**Pin placement**

Pins as bars across the die edge, other pins in gray.
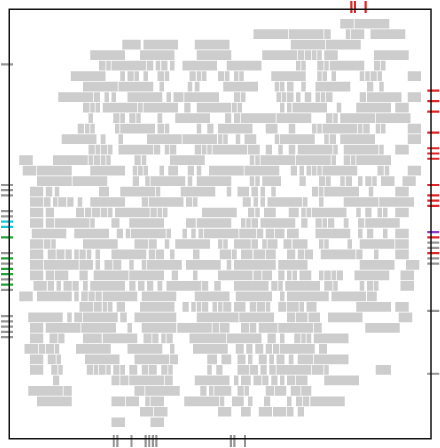
**Placement view**

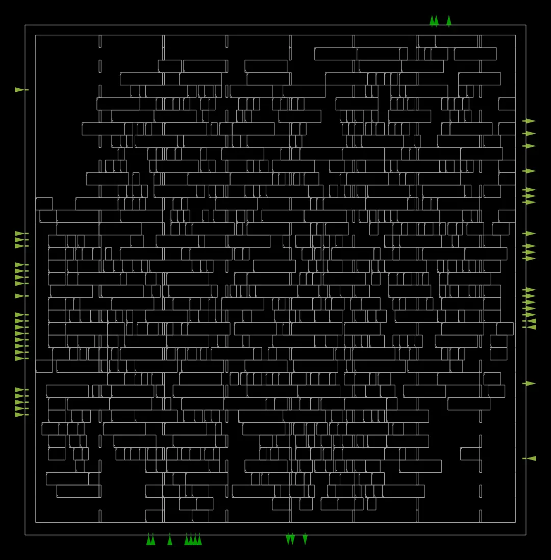
**Clock wires, drivers and flops**

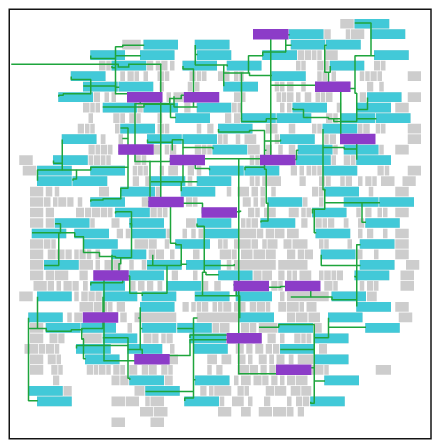
**Signal wires by layer**

The bar under the picture is 20 um long.
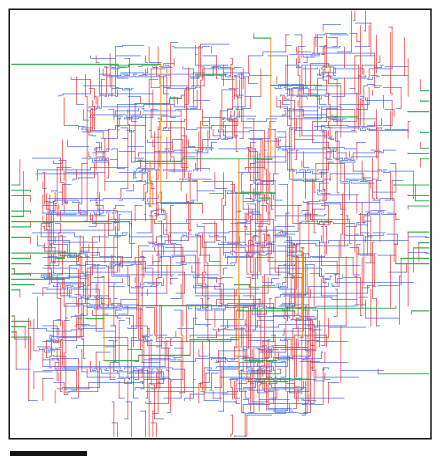
**Port wiring**

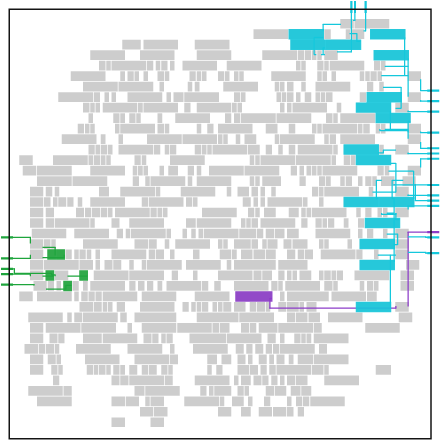
**src/rtl/mdio_frame_engine.sv**
```systemverilog
// Clause-45 MDIO master: serialises one command onto MDC/MDIO and returns read data and status.
// Optional Clause-22 framing (cmd_c22 port) is enabled by defining MDIO_CLAUSE22_EN.
module mdio_frame_engine #(
  parameter int CLK_DIV  = 50,
  parameter int PRE_BITS = 32
) (
  input  logic        OPB_Clk,
  input  logic        OPB_Rst_n,
  input  logic        cmd_valid,
  output logic        cmd_ready,
  input  logic [1:0]  cmd_op,
  input  logic [4:0]  cmd_prtad,
  input  logic [4:0]  cmd_devad,
  input  logic [15:0] cmd_data,
`ifdef MDIO_CLAUSE22_EN
  input  logic        cmd_c22,
`endif
  output logic        rsp_valid,
  output logic [15:0] rsp_data,
  output logic        rsp_err,
  output logic        busy,
  output logic        mdc,
  output logic        mdio_o,
  output logic        mdio_t,
  input  logic        mdio_i
);

  localparam logic [2:0] S_IDLE = 3'd0;
  localparam logic [2:0] S_PRE  = 3'd1;
  localparam logic [2:0] S_HDR  = 3'd2;
  localparam logic [2:0] S_TA   = 3'd3;
  localparam logic [2:0] S_DATA = 3'd4;

  localparam logic [9:0] DIV_TC     = 10'(CLK_DIV - 1);
  localparam logic [6:0] HDR_START  = 7'(PRE_BITS);
  localparam logic [6:0] TA_START   = 7'(PRE_BITS + 14);
  localparam logic [6:0] TA_SECOND  = 7'(PRE_BITS + 15);
  localparam logic [6:0] DATA_START = 7'(PRE_BITS + 16);
  localparam logic [6:0] LAST_BIT   = 7'(PRE_BITS + 31);
  localparam logic [6:0] PRE_SHIFT  = 7'(32 - PRE_BITS);

  logic [2:0]  r_state;
  logic [9:0]  r_div;
  logic [6:0]  r_bit;
  logic        r_mdc;
  logic        r_mdio_o;
  logic        r_mdio_t;
  logic [62:0] r_shift;
  logic        r_rd_op;
  logic [15:0] r_rd;
  logic        r_ta_err;
  logic        r_rsp_valid;
  logic [15:0] r_rsp_data;
  logic        r_rsp_err;

  logic [1:0]  w_st;
  logic        w_illegal;
  logic [63:0] w_load;
  logic        w_tc;
  logic [6:0]  w_bit_nx;
  logic [2:0]  w_state_nx;
  logic [2:0]  w_first;

`ifdef MDIO_CLAUSE22_EN
  // Clause-22 uses ST=01 and only has write (01) and read (10) opcodes.
  assign w_st      = cmd_c22 ? 2'b01 : 2'b00;
  assign w_illegal = cmd_c22 && (cmd_op == 2'b00 || cmd_op == 2'b11);
`else
  assign w_st      = 2'b00;
  assign w_illegal = 1'b0;
`endif

  // Frame is left-aligned so the first bit to send is always bit 63, whatever PRE_BITS is.
  assign w_load = {32'hFFFF_FFFF, w_st, cmd_op, cmd_prtad, cmd_devad, 2'b10, cmd_data} << PRE_SHIFT;

  function automatic logic [2:0] state_of(input logic [6:0] b);
    if (b < HDR_START)       return S_PRE;
    else if (b < TA_START)   return S_HDR;
    else if (b < DATA_START) return S_TA;
    else                     return S_DATA;
  endfunction

  assign w_tc       = (r_div == DIV_TC);
  assign w_bit_nx   = r_bit + 7'd1;
  assign w_state_nx = state_of(w_bit_nx);
  assign w_first    = state_of(7'd0);

  // NOTE: all state below uses non-blocking assignments so every register sees pre-edge values.
  always_ff @(posedge OPB_Clk or negedge OPB_Rst_n) begin
    if (!OPB_Rst_n) begin
      r_state     <= S_IDLE;
      r_div       <= '0;
      r_bit       <= '0;
      r_mdc       <= 1'b0;
      r_mdio_o    <= 1'b1;
      r_mdio_t    <= 1'b1;
      r_shift     <= '0;
      r_rd_op     <= 1'b0;
      r_rd        <= '0;
      r_ta_err    <= 1'b0;
      r_rsp_valid <= 1'b0;
      r_rsp_data  <= '0;
      r_rsp_err   <= 1'b0;
    end else begin
      r_rsp_valid <= 1'b0;
      if (r_state == S_IDLE) begin
        r_div <= '0;
        r_bit <= '0;
        r_mdc <= 1'b0;
        if (cmd_valid) begin
          if (w_illegal) begin
            r_rsp_valid <= 1'b1;
            r_rsp_data  <= '0;
            r_rsp_err   <= 1'b1;
          end else begin
            r_state  <= w_first;
            r_shift  <= w_load[62:0];
            r_mdio_o <= w_load[63];
            r_mdio_t <= 1'b0;
            r_rd_op  <= cmd_op[1];
            r_rd     <= '0;
            r_ta_err <= 1'b0;
          end
        end
      end else begin
        if (w_tc) begin
          r_div <= '0;
          r_mdc <= ~r_mdc;
        end else begin
          r_div <= r_div + 10'd1;
        end
        // Rising MDC edge: sample point for turnaround and read data.
        if (w_tc && !r_mdc) begin
          if (r_state == S_TA && r_bit == TA_SECOND) r_ta_err <= mdio_i;
          if (r_state == S_DATA)                     r_rd     <= {r_rd[14:0], mdio_i};
        end
        // Falling MDC edge: advance to the next bit or close the frame.
        if (w_tc && r_mdc) begin
          if (r_bit == LAST_BIT) begin
            r_state     <= S_IDLE;
            r_bit       <= '0;
            r_mdio_o    <= 1'b1;
            r_mdio_t    <= 1'b1;
            r_rsp_valid <= 1'b1;
            r_rsp_data  <= r_rd_op ? r_rd : 16'h0000;
            r_rsp_err   <= r_rd_op & r_ta_err;
          end else begin
            r_bit    <= w_bit_nx;
            r_shift  <= {r_shift[61:0], 1'b1};
            r_mdio_o <= r_shift[62];
            r_state  <= w_state_nx;
            if (w_state_nx == S_TA && r_rd_op) r_mdio_t <= 1'b1;
          end
        end
      end
    end
  end

  assign cmd_ready = (r_state == S_IDLE);
  assign busy      = (r_state != S_IDLE);
  assign rsp_valid = r_rsp_valid;
  assign rsp_data  = r_rsp_data;
  assign rsp_err   = r_rsp_err;
  assign mdc       = r_mdc;
  assign mdio_o    = r_mdio_o;
  assign mdio_t    = r_mdio_t;

endmodule

```
**config.mk**
```make
export PLATFORM = sky130hd
export DESIGN_NAME = mdio_frame_engine
export DESIGN_NICKNAME = d
export VERILOG_FILES = /design/src/rtl/mdio_frame_engine.sv
export SDC_FILE = /design/constraint.sdc
export NUM_CORES = 1
export LEC_CHECK = 0
export CAP_MARGIN = 10
export CORE_AREA = 2 2 107 109
export DETAILED_ROUTE_END_ITERATION = 8
export DIE_AREA = 0 0 109 111
export HOLD_SLACK_MARGIN = 0.15
export PLACE_DENSITY = 0.71
export SLEW_MARGIN = 20
export SYNTH_ARGS = -nofsm -noshare
export SYNTH_HDL_FRONTEND = slang
export SYNTH_SLANG_ARGS = --single-unit
```
**constraint.sdc**
```tcl
create_clock -name OPB_Clk -period 4.65 [get_ports OPB_Clk]
set_clock_uncertainty 0.15 [all_clocks]
set_input_delay 1.1625 -clock OPB_Clk [delete_from_list [all_inputs] [get_ports OPB_Clk]]
set_output_delay 1.1625 -clock OPB_Clk [all_outputs]
set_load 0.02 [all_outputs]
```
==> qor_table.md <==
| Result | Value |
| --- | --- |
| Max Slew Vio Count | 0 |
| Largest combinational cell category by area | simple AND/OR/NAND/NOR gates |
| Worst-case vdd ir drop | 0.2471 mV |
| Worst r2r path cells | 8 |
| Count of endpoints failing hold in the final timing report | 0 |
| Tool Warnings | 27 |
| Largest driver fanout on the critical path | 9 |
| Antenna diode count | 0 |
| Post-Place Worst Slack | 1.475 ns |
| Cell area power density | 439.4 nW/um2 |
| Longest Clk Path Bufs | 2 |
| Share of synthesized area spent on multiplexers | 0% |
| Root buffer selected by CTS | clkbuf_16 |
| DRC viols | 0 |
| Final RePlAce weighted congestion | 0.8332 |
| Clock-pin slew of the registers on the worst-case setup and hold paths | 0.05 ns |
| Netlist Area Pre-Place | 5330 um2 |
| Simple-gate area share of the yosys netlist | 22.44% |
| Result of the run | finished, final reports clean |
| Smallest hold slack | 0.3271 ns |
| Ys async rst share | 100.0% |
| Average instance area after synthesis | 9.127 um2 |
| Path type of the worst setup path | reg -> out |
| Area growth syn-to-layout | 22.35% |
| YS chip area | 5330 um2 |
| Crit path setup slack, layout | 1.105 ns |
| Setup-failing EPs final | 0 |
| Synthesis warning total | 0 |
| Critical path capture point type | primary output |
| CORE AREA | 11,080 um2 |
| Worst Max-Slew Pin Slew | 0.8806 ns |
| Number of synthesized register bits | 122 |
| Vias in the first global route | 4,073 |
| Number of detailed-routing iterations run before antenna repair | 5 |
| Static leakage | 2.678 nW |
| Post-Synth XOR/XNOR Area | 1.972% |
| Avg Vias per Cell | 5.436 |
| Start point of the worst min-delay path | rsp_data[5] |
| Startpoint of the worst-slack reg-to-reg timing path | r_div[1] |
| Syn_nets | 619 |
| Hold-critical path endpoint | rsp_data[5] |
| Number of levels in the clock H-tree | 4 |
| Total setup buffers inserted after CTS | 0 |
| Share of post-route cells with drive strength above 1 | 7.571% |
| Tcrit/Tclk final | 76.24% |
## Picture notes: 'pin placement'
- green: cmd_devad (pins 5; direction input; edge left)
- red: rsp_data (pins 16; direction output; edge 13 right, 3 top)
- purple: mdio_o (pins 1; direction output; edge right)
- cyan: cmd_op (pins 2; direction input; edge left)
Die Height: 111 um
IO buf count: 54

## Picture notes: 'placement view'
end-of-flow core utilization: 58.87%
Filler cells: 957
row count: 39
fraction of area in registers: 46.85%

## Picture notes: 'clock wires, drivers and flops'
- cyan: flip-flops (count 122)
- green: clock wires (length 1,460 um)
- purple: clock drivers (count 17)
- routed clock nets: 18
- flops lie: all over the die
total clock network power: 1.37 mW
portion of total power attributed to the clock network: 47.7%
Late-Pin Clk Latency: 0.41 ns

## Picture notes: 'signal wires by layer'
- red: metal 2 (wire length 5,240 um)
- orange: metal 4 (wire length 195 um)
- blue: metal 1 (wire length 4,910 um)
- green: metal 3 (wire length 567 um)
combined global-route utilization of all metal layers: 19.60%
wirelength, routed: 10,910 um
via count of the routed design: 4,224
per-cell routed wire length: 14.05 um

## Picture notes: 'port wiring'
- green: cmd_devad (bits 5; direction input; edge left; end cells 5; buffers 5; wire 63.2 um)
- purple: mdio_o (bits 1; direction output; edge right; end cells 1; buffers 1; wire 60.7 um)
- cyan: rsp_data (bits 16; direction output; edge 13 right, 3 top; end cells 16; buffers 16; wire 278 um)
number of ports placed on the die boundary: 55

==> final cells by class <==
class,instances,area (um2)
clock inverters,8,142.6
well taps,143,178.9
clock buffers,22,474.2
fillers,957,4556
inverters,7,26.28
repair buffers,61,594.3
multi-input cells,414,2049
flip-flops and latches,122,3055
==> kinds of logic after synthesis <==
family | count (synthesis)
compound gates | 128
xor+xnor | 12
fa+ha+maj | 3
buf+inv | 48
flops | 122
simple gates | 271
==> power by group <==
| group | leakage (nW) | switching (mW) | internal, mW |
|---|---|---|---|
| Clock | 0.302 | 0.437 | 0.929 |
| Combinational | 0.937 | 0.129 | 0.119 |
| Sequential | 1.44 | 0.0850 | 1.17 |
| Total | 2.68 | 0.651 | 2.21 |
==> metal layers <==
metal | global-route usage [%] | part of all wire, %
met1 | 25.84 | 45
met2 | 30.43 | 48
met3 | 5.644 | 5.2
met4 | 7.692 | 1.8
met5 | 0 | 0
==> synthesized netlist by cell type, drive strengths merged, types with 6 or more instances <==
cell type / instances / area (um2)
buf: 12 / 92.58
dfrtp: 120 / 3003
nor2: 112 / 420.4
o22ai: 27 / 168.9
a21oi: 61 / 305.3
nand2: 88 / 332.8
o21ai: 27 / 135.1
clkbuf: 29 / 110.1
xnor2: 7 / 61.31
nor4: 6 / 52.55
nand4: 6 / 37.54
nand3: 34 / 170.2
inv: 6 / 22.52
==> worst max-delay path, cell delays in order, from the launching register on <==
cell and delay [ns]:
dfrtp_1 0.41, or3_1 0.52, clkinv_1 0.24, clkdlybuf4s50_1 0.66
==> metrics by stage <==
step           power (mW)  cell area (um2)
2_1_floorplan       1.417             5330
3_3_place_gp        1.499             5898
3_5_place_dp        1.514             5901
4_1_cts             2.889             6518
5_1_grt             2.985             6521
6_report            2.865             6521
==> cell usage in the layout, fill, tap and decap left out, drive strengths merged, types with 2 or more instances in the layout <==
cell | Yosys | final
a21oi | 61 | 61
a31oi | 5 | 5
and2 | 3 | 3
and3 | 2 | 2
buf | 12 | 8
bufinv | 0 | 4
clkbuf | 29 | 22
clkdlybuf4s50 | 0 | 53
clkinv | 1 | 4
dfrtp | 120 | 120
dfstp | 2 | 2
ha | 3 | 3
inv | 6 | 6
nand2 | 88 | 88
nand3 | 34 | 34
nand4 | 6 | 6
nor2 | 112 | 112
nor3 | 4 | 4
nor4 | 6 | 6
o21ai | 27 | 27
o22ai | 27 | 27
or3 | 5 | 5
xnor2 | 7 | 7
xor2 | 5 | 5
==> registers in the layout (all words and copies together) (netlist names) <==
name	cells
r_state	3
rsp_valid	1
mdio_o	1
r_rd	16
r_ta_err	1
mdio_t	1
r_rd_op	1
rsp_err	1
r_bit	7
r_div	10
rsp_data	16
r_shift	63
mdc	1
==> how the worst max path moves through the flow <==
stage,from,to,cells after the start
floorplan,r_state[2],cmd_ready,3
global placement,cmd_valid,r_rd[9],5
detailed placement,cmd_valid,r_shift[33],5
CTS,r_state[2],cmd_ready,3
global route,r_state[2],cmd_ready,3
finish,r_state[2],cmd_ready,3
Power and IR drop assume default switching activity.
